**Run 1: floorplan with the power grid**

Pins as bars on the die edge. Tap cells in grey.
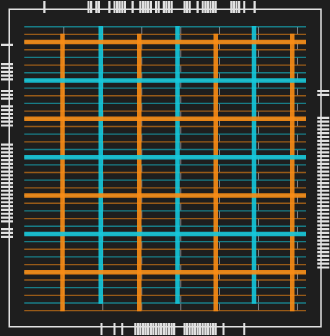
**Run 1: cell classes on the final placement**

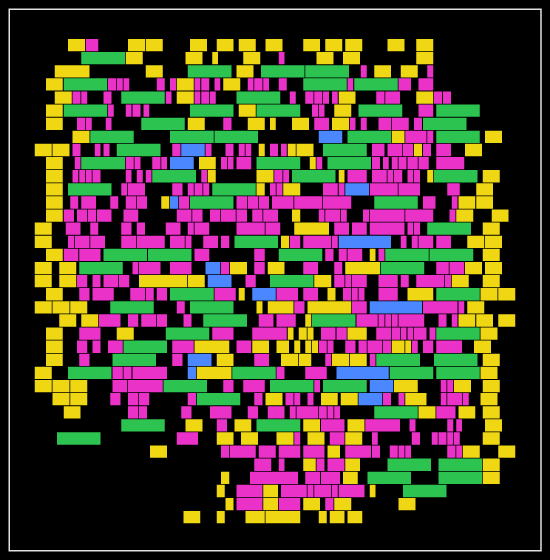
**Run 1: clock distribution**

The bar under the picture is 20 um long.
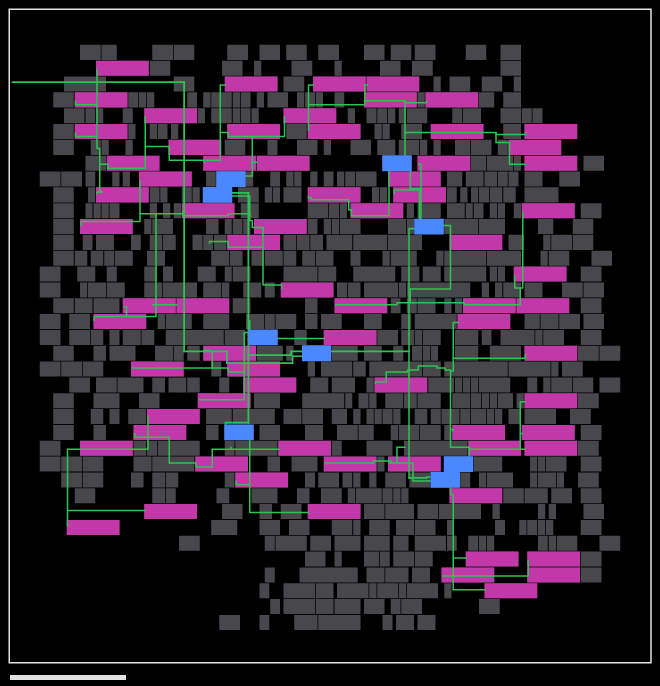
<file path="src/rtl/execute_branch_condition_pkg.sv">
// Shared flag layout and condition-code encoding for the execute branch path.
package execute_branch_condition_pkg;

    // Flag bit positions, shared with the flag register.
    localparam int FLAG_W = 5;
    localparam int FLAG_Z = 0;
    localparam int FLAG_P = 1;
    localparam int FLAG_C = 2;
    localparam int FLAG_O = 3;
    localparam int FLAG_S = 4;

    typedef enum logic [3:0] {
        CC_ALWAYS = 4'd0,
        CC_EQ     = 4'd1,
        CC_NE     = 4'd2,
        CC_CS     = 4'd3,
        CC_CC     = 4'd4,
        CC_MI     = 4'd5,
        CC_PL     = 4'd6,
        CC_VS     = 4'd7,
        CC_VC     = 4'd8,
        CC_HI     = 4'd9,
        CC_LS     = 4'd10,
        CC_GE     = 4'd11,
        CC_LT     = 4'd12,
        CC_GT     = 4'd13,
        CC_LE     = 4'd14,
        CC_PE     = 4'd15
    } cc_e;

    typedef enum logic {
        ST_RUN   = 1'b0,
        ST_DRAIN = 1'b1
    } drain_state_e;

endpackage

</file>
<file path="src/rtl/execute_branch_condition_cond_eval.sv">
// Combinational condition-code evaluator: flags + cc -> taken.
module branch_cond_eval
    import execute_branch_condition_pkg::*;
(
    input  logic [FLAG_W-1:0] flags_i,
    input  logic [3:0]        cc_i,
    output logic              taken_o
);

    logic z, p, c, o, s;

    assign z = flags_i[FLAG_Z];
    assign p = flags_i[FLAG_P];
    assign c = flags_i[FLAG_C];
    assign o = flags_i[FLAG_O];
    assign s = flags_i[FLAG_S];

    // Decode the condition code against the individual flags.
    always_comb begin
        taken_o = 1'b0;
        case (cc_e'(cc_i))
            CC_ALWAYS: taken_o = 1'b1;
            CC_EQ:     taken_o = z;
            CC_NE:     taken_o = ~z;
            CC_CS:     taken_o = c;
            CC_CC:     taken_o = ~c;
            CC_MI:     taken_o = s;
            CC_PL:     taken_o = ~s;
            CC_VS:     taken_o = o;
            CC_VC:     taken_o = ~o;
            CC_HI:     taken_o = c & ~z;
            CC_LS:     taken_o = ~c | z;
            CC_GE:     taken_o = (s == o);
            CC_LT:     taken_o = (s != o);
            CC_GT:     taken_o = ~z & (s == o);
            CC_LE:     taken_o = z | (s != o);
            CC_PE:     taken_o = p;
            default:   taken_o = 1'b0;
        endcase
    end

endmodule

</file>
<file path="src/rtl/execute_branch_condition.sv">
// Execute-stage branch resolver: evaluates the condition on current or
// forwarded flags, registers the redirect, and drains wrong-path instructions.
module execute_branch_condition
    import execute_branch_condition_pkg::*;
#(
    parameter int PC_W         = 32,
    parameter int FLUSH_CYCLES = 2
) (
    input  logic              iCLOCK,
    input  logic              iRESET,
    input  logic              iRESET_SYNC,
    input  logic              iCTRL_HOLD,
    input  logic              iPREV_VALID,
    output logic              oPREV_BUSY,
    input  logic              iPREV_BRANCH,
    input  logic [3:0]        iPREV_CC,
    input  logic [PC_W-1:0]   iPREV_PC,
    input  logic [PC_W-1:0]   iPREV_TARGET,
    input  logic [FLAG_W-1:0] iFLAG,
    input  logic              iFLAG_FWD_VALID,
    input  logic [FLAG_W-1:0] iFLAG_FWD,
    output logic              oNEXT_VALID,
    input  logic              iNEXT_BUSY,
    output logic              oNEXT_TAKEN,
    output logic [PC_W-1:0]   oNEXT_PC,
    output logic [PC_W-1:0]   oNEXT_JUMP_ADDR,
    output logic              oFLUSH
);

    localparam logic [3:0]      FLUSH_INIT = 4'(FLUSH_CYCLES);
    localparam logic [PC_W-1:0] PC_STEP    = PC_W'(4);

    drain_state_e      state_q, state_d;
    logic [3:0]        cnt_q, cnt_d;
    logic              valid_q, valid_d;
    logic              taken_q, taken_d;
    logic [PC_W-1:0]   pc_q, pc_d;
    logic [PC_W-1:0]   jump_q, jump_d;
    logic              flush_q, flush_d;

    logic [FLAG_W-1:0] eff_flags;
    logic              cond_taken;
    logic              br_taken;
    logic              accept;

    // A flag write in the same cycle overrides the architectural value.
    assign eff_flags = iFLAG_FWD_VALID ? iFLAG_FWD : iFLAG;

    branch_cond_eval u_cond_eval (
        .flags_i (eff_flags),
        .cc_i    (iPREV_CC),
        .taken_o (cond_taken)
    );

    assign br_taken   = iPREV_BRANCH & cond_taken;
    assign oPREV_BUSY = iCTRL_HOLD | (valid_q & iNEXT_BUSY);
    assign accept     = iPREV_VALID & ~oPREV_BUSY & ~iCTRL_HOLD;

    // Next-state: load result in RUN, count down discarded accepts in DRAIN.
    always_comb begin
        state_d = state_q;
        cnt_d   = cnt_q;
        valid_d = valid_q & iNEXT_BUSY;
        taken_d = taken_q;
        pc_d    = pc_q;
        jump_d  = jump_q;
        flush_d = 1'b0;
        case (state_q)
            ST_RUN: begin
                if (accept) begin
                    valid_d = 1'b1;
                    taken_d = br_taken;
                    pc_d    = iPREV_PC;
                    jump_d  = br_taken ? iPREV_TARGET : iPREV_PC + PC_STEP;
                    if (br_taken) begin
                        state_d = ST_DRAIN;
                        cnt_d   = FLUSH_INIT;
                        flush_d = 1'b1;
                    end
                end
            end
            ST_DRAIN: begin
                if (accept) begin
                    cnt_d = cnt_q - 4'd1;
                    if (cnt_q == 4'd1) begin
                        state_d = ST_RUN;
                    end
                end
            end
            default: state_d = ST_RUN;
        endcase
    end

    // State registers; sync clear beats hold, hold freezes everything else.
    always_ff @(posedge iCLOCK or posedge iRESET) begin
        if (iRESET) begin
            state_q <= ST_RUN;
            cnt_q   <= '0;
            valid_q <= 1'b0;
            taken_q <= 1'b0;
            pc_q    <= '0;
            jump_q  <= '0;
            flush_q <= 1'b0;
        end else if (iRESET_SYNC) begin
            state_q <= ST_RUN;
            cnt_q   <= '0;
            valid_q <= 1'b0;
            taken_q <= 1'b0;
            pc_q    <= '0;
            jump_q  <= '0;
            flush_q <= 1'b0;
        end else if (!iCTRL_HOLD) begin
            state_q <= state_d;
            cnt_q   <= cnt_d;
            valid_q <= valid_d;
            taken_q <= taken_d;
            pc_q    <= pc_d;
            jump_q  <= jump_d;
            flush_q <= flush_d;
        end
    end

    assign oNEXT_VALID     = valid_q;
    assign oNEXT_TAKEN     = taken_q;
    assign oNEXT_PC        = pc_q;
    assign oNEXT_JUMP_ADDR = jump_q;
    assign oFLUSH          = flush_q;

endmodule

</file>
<file path="config.mk">
export PLATFORM = sky130hd
export DESIGN_NAME = execute_branch_condition
export DESIGN_NICKNAME = d
export VERILOG_FILES = /design/src/rtl/execute_branch_condition_pkg.sv /design/src/rtl/execute_branch_condition_cond_eval.sv /design/src/rtl/execute_branch_condition.sv
export SDC_FILE = /design/constraint.sdc
export NUM_CORES = 1
export LEC_CHECK = 0
export CAP_MARGIN = 5
export CORE_AREA = 5 5 105 107
export CTS_BUF_LIST = sky130_fd_sc_hd__clkbuf_4 sky130_fd_sc_hd__clkbuf_8
export DETAILED_ROUTE_END_ITERATION = 10
export DIE_AREA = 0 0 110 112
export GPL_ROUTABILITY_DRIVEN = 1
export GPL_TIMING_DRIVEN = 0
export PLACE_DENSITY_LB_ADDON = 0.2
export SYNTH_ARGS = -nofsm -noshare
export SYNTH_HDL_FRONTEND = slang
export SYNTH_HIERARCHICAL = 1
export SYNTH_SLANG_ARGS = --single-unit
</file>
<file path="constraint.sdc">
create_clock -name iCLOCK -period 2 [get_ports iCLOCK]
set_input_delay 0.3 -clock iCLOCK [delete_from_list [all_inputs] [get_ports iCLOCK]]
set_output_delay 0.3 -clock iCLOCK [all_outputs]
set_load 0.01 [all_outputs]
</file>
==> flow_summary.json, run 1 <==
{
  "violations": "setup timing",
  "cp.depth": 11,
  "hold_slack_ps": 333.8,
  "postCtsSetupBuffers": 5,
  "setup_viol": 38,
  "core_um2": 10050,
  "p_sw_frac": 0.2845,
  "synthFlopType": "dfrtp_1",
  "vias_per_cell": 5.564,
  "outcome": "complete, but fails checks",
  "internal_power_mw": 2.872,
  "syn_nets": 541,
  "ys_top_logic_family": "simple AND/OR/NAND/NOR gates",
  "fp_util": 0.3961,
  "ys.warnings.count": 6,
  "seq_share": 0.2783,
  "endpoint": "oNEXT_JUMP_ADDR[24]",
  "synthXorXnorAreaFrac": 0.06384,
  "ys_seq_share": 0.4528,
  "highest_layer": "met4",
  "r2r_start": "oNEXT_VALID",
  "grt_pass1_vias": 4232,
  "holdPathEnd": "oNEXT_PC[6]",
  "aoi_share": 0.1811,
  "drtIter0Drc": 249,
  "port_buffers": 149,
  "via_count": 4251,
  "setup_slack_ps": -263.3,
  "fin_crit_sh": 1.132,
  "clock_latency_ps": 350,
  "max-cap-violations": 0,
  "chip_area_um2": 12320,
  "final_core_util": 0.6444,
  "min_path_cells": 3,
  "synth_top_area_share": 0.4528,
  "ys_ff": 72,
  "critPathTopFamily": "AND-OR/OR-AND gates",
  "grt_usage": 0.2289,
  "clockPowerShare": 0.346,
  "use_met1": 0.3020,
  "gp_congestion": 0.8622,
  "nNetsFinal": 713
}
Back to the opening pictures, 'floorplan with the power grid':
legend:
  VSS:
    colour: orange
  VDD:
    colour: cyan
signal pins: 154
met4 straps: 7
met1 rails: 38
tap cells: 136

Back to the opening pictures, 'cell classes on the final placement':
legend:
  clock drivers and dummy loads:
    colour: blue
    cells: 15
  remaining logic cells:
    colour: magenta
    cells: 347
  remaining buffers and delay cells:
    colour: yellow
    cells: 194
  registers:
    colour: green
    cells: 72

Back to the opening pictures, 'clock distribution':
legend:
  clock-net drivers:
    colour: blue
    count: 9
  clock wires:
    colour: green
    length: 994 um
  flip-flops:
    colour: magenta
    count: 72
flops lie: all over the die
routed clock nets: 10

**Run 1: signal wires by layer**

The bar under the picture is 20 um long.
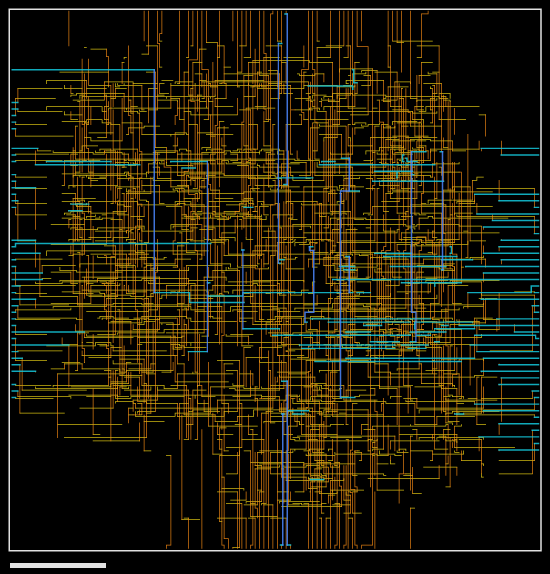

==> run 1 -> run 2 <==
==> constraint.sdc (replaced) <==
create_clock -name iCLOCK -period 2 [get_ports iCLOCK]
set_input_delay 0.4 -clock iCLOCK [delete_from_list [all_inputs] [get_ports iCLOCK]]
set_output_delay 0.4 -clock iCLOCK [all_outputs]
set_load 0.01 [all_outputs]
**Run 2: signal wires by layer**

The bar under the picture is 20 um long.
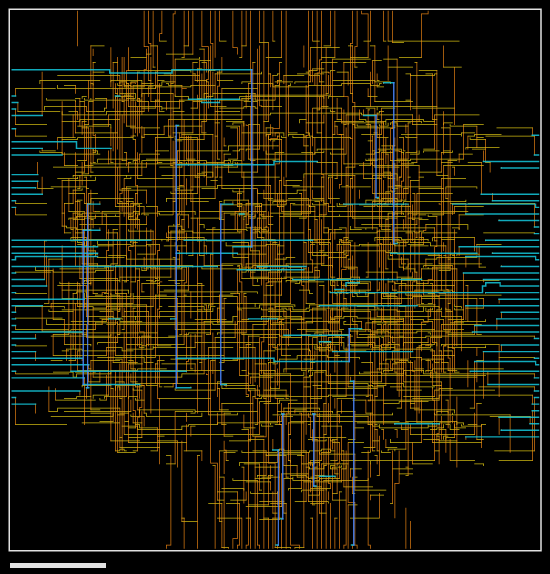
legend:
  M1:
    colour: yellow
    wire_length: 5960 um
  M4:
    colour: blue
    wire_length: 346 um
  M3:
    colour: cyan
    wire_length: 1120 um
  M2:
    colour: orange
    wire_length: 7380 um
drt total wl: 14800 um
GR Util All Layers: 0.2388

**Run 2: floorplan with the power grid**

Pins as bars on the die edge. Tap cells in grey.
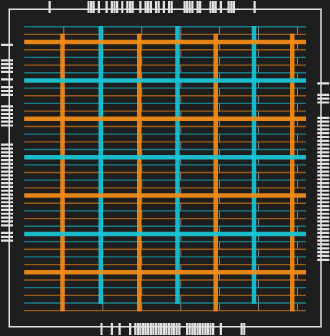
Die Y-Extent: 112 um
CORE AREA: 10050 um2
Peak supply drop: 438.4 uV
die width: 110 um

**Run 2: cell classes on the final placement**

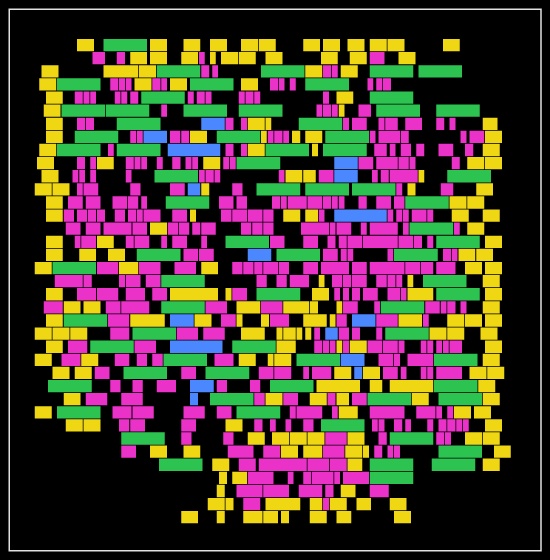
legend:
  remaining buffers and delay cells:
    colour: yellow
    cells: 196
  registers:
    colour: green
    cells: 72
  remaining logic cells:
    colour: magenta
    cells: 347
  clock drivers and dummy loads:
    colour: blue
    cells: 16

==> run 2 against run 1 <==
Net effect: the flow still finishes with violations (setup timing); cell area rose by 0.44%; sequential power barely moved; non-clock buffer count rose by 2; worst hold slack improved by 84 ps; synthesized cell count did not move; sequential cell count did not move; clock power rose by 4%; largest cell class unchanged.
==> flow_summary.json, run 2 <==
{
  "outcome": "complete, but fails checks",
  "violations": "setup timing",
  "port_buffers": 149,
  "setup_viol": 39,
  "ys.warnings.count": 6,
  "holdPathEnd": "oNEXT_PC[4]",
  "ys_seq_share": 0.4528,
  "finalPower_mw": 4.072,
  "gp_congestion": 0.8659,
  "min_path_cells": 3,
  "critPathTopFamily": "AND-OR/OR-AND gates",
  "worstPathCellList": "buf_12 -> buf_6 -> mux2_4 -> mux2i_2 -> a311oi_2 -> a21oi_1 -> o32a_1 -> and2_4 -> buf_4 -> clkbuf_8 -> and3_1 -> a21oi_2 -> o22ai_2",
  "clock_latency_ps": 350,
  "place_area_um2": 5702,
  "seq_share": 0.2771,
  "highest_layer": "met4",
  "nNetsFinal": 715,
  "endpoint": "oNEXT_JUMP_ADDR[22]",
  "via_count": 4205,
  "synth_top_area_share": 0.4528,
  "aoi_share": 0.1811,
  "chip_area_um2": 12320,
  "vias_per_cell": 5.482,
  "hold_slack_ps": 417.4,
  "fp_util": 0.3961,
  "synthFlopType": "dfrtp_1",
  "synthXorXnorAreaFrac": 0.06384,
  "max-cap-violations": 0,
  "setup_slack_ps": -358.4,
  "grt_pass1_vias": 4427,
  "cp.depth": 13,
  "fin_crit_sh": 1.179,
  "final_core_util": 0.6473,
  "use_met1": 0.2980,
  "postCtsSetupBuffers": 5,
  "ys_ff": 72,
  "p_sw_frac": 0.2866,
  "drtIter0Drc": 300
}
**Run 2: clock distribution**

The bar under the picture is 20 um long.
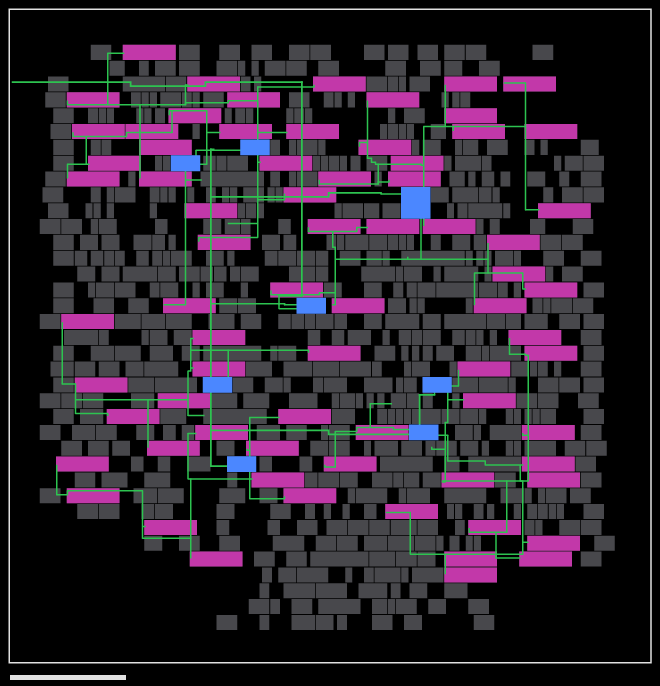

==> run 2 -> run 3 <==
CORE_AREA = 5 5 97 99   (was 5 5 105 107)
DIE_AREA = 0 0 102 104   (was 0 0 110 112)
GPL_TIMING_DRIVEN = default   (was 0)
clock period = 2.75 ns   (was 2 ns; I/O delays follow)
**Run 3: clock distribution**

The bar under the picture is 20 um long.
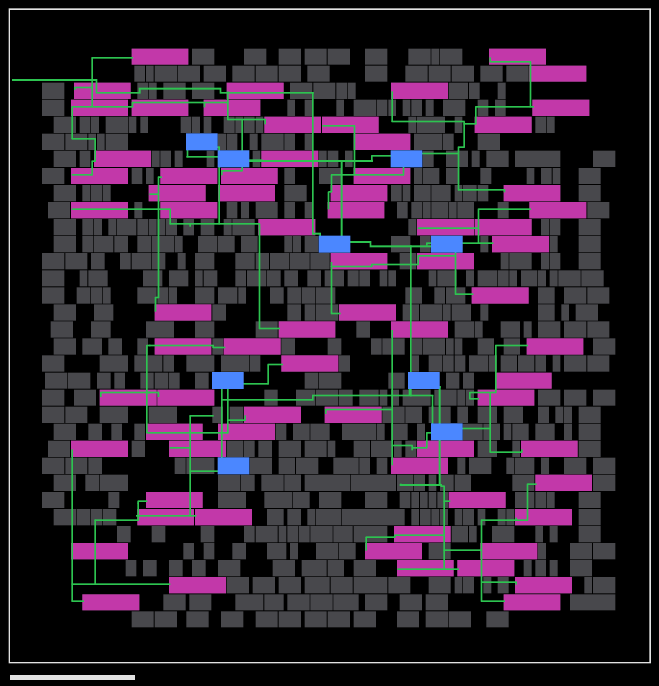
legend:
  clock wires:
    colour: green
    length: 950 um
  clock-net drivers:
    colour: blue
    count: 9
  flip-flops:
    colour: magenta
    count: 72
flops lie: all over the die
routed clock nets: 10
clk_skew: 7.392 ps
Late-Pin Clk Latency: 340 ps

**Run 3: track usage over the die**

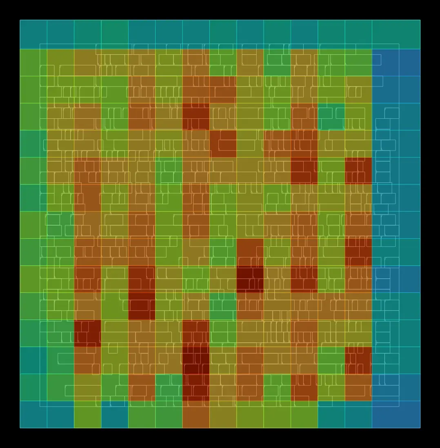
Most Used Layer, Global Route: met2
WL per Instance: 17.36 um
grt met1 use: 0.2969
met3 Resource Use GR: 0.05164

**Run 3: signal wires by layer**

The bar under the picture is 20 um long.
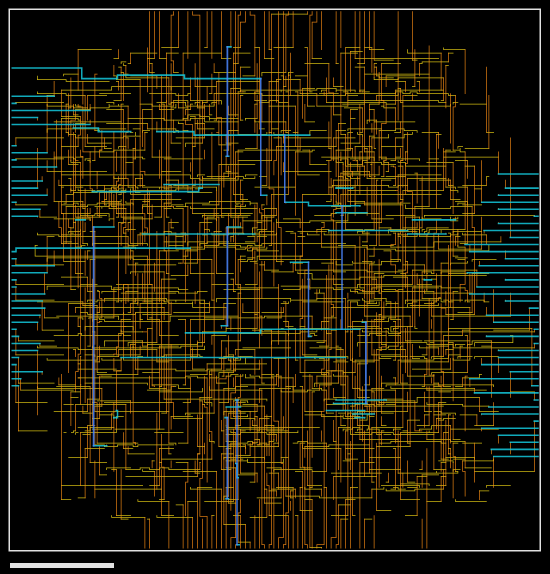
legend:
  M4:
    colour: blue
    wire_length: 215 um
  M2:
    colour: orange
    wire_length: 6360 um
  M1:
    colour: yellow
    wire_length: 5050 um
  M3:
    colour: cyan
    wire_length: 840 um

==> run 3 against run 2 <==
Net effect: critical path type unchanged; synthesized cell count stayed put; combinational power fell by 39%; the flow now finishes without violations; critical path depth down 3; via count is 5.4% lower; sequential power down 28%; setup slack gained 400 ps; die area fell by 14%; critical endpoint is now oNEXT_JUMP_ADDR[24]; clock skew is 0.60 ps higher; sequential cell count unchanged; clock-buffer cell count did not move.
==> flow_summary.json, run 3 <==
{
  "endpoint": "oNEXT_JUMP_ADDR[24]",
  "grt_start_max_net_pins": 76,
  "ys_ff": 72,
  "chip_area_um2": 10610,
  "fin_crit_sh": 0.9843,
  "r2r_start": "oNEXT_VALID",
  "internal_power_mw": 1.780,
  "gp_congestion": 0.9105,
  "p_sw_frac": 0.2910,
  "synthXorXnorAreaFrac": 0.06384,
  "syn_nets": 541,
  "place_area_um2": 5709,
  "wirelength_um": 12470,
  "worstPathCellList": "clkdlybuf4s50_1 -> mux2_4 -> xnor2_4 -> nor2b_2 -> a211oi_1 -> o32a_1 -> and2_4 -> or3_4 -> buf_12 -> o22ai_1",
  "htreeDepth": 3,
  "max-cap-violations": 0,
  "setup_slack_ps": 43.16,
  "grt_pass1_vias": 4001,
  "seq_share": 0.3041,
  "holdPathEnd": "oNEXT_JUMP_ADDR[4]",
  "port_buffers": 153,
  "taps": 108,
  "die_w_um": 102,
  "critPathTopFamily": "simple AND/OR/NAND/NOR gates",
  "postCtsSetupBuffers": 0,
  "final_core_util": 0.7000,
  "via_count": 3980,
  "finalPower_mw": 2.510,
  "nNetsFinal": 695,
  "min_path_cells": 2,
  "core_um2": 8466,
  "outcome": "finished clean",
  "setup_viol": 0,
  "aoi_share": 0.1811,
  "drtIter0Drc": 137,
  "ys.warnings.count": 6,
  "dp.final_hpwl_um": 8938,
  "fp.dieH_um": 104,
  "ys_top_logic_family": "simple AND/OR/NAND/NOR gates",
  "cp.depth": 10,
  "vias_per_cell": 5.543,
  "fp_util": 0.4700,
  "synth_top_area_share": 0.4528,
  "irDropWorstVdd_uv": 254.3,
  "hold_slack_ps": 518.8
}
No activity file was given, so power comes from the tool's default toggle rates.
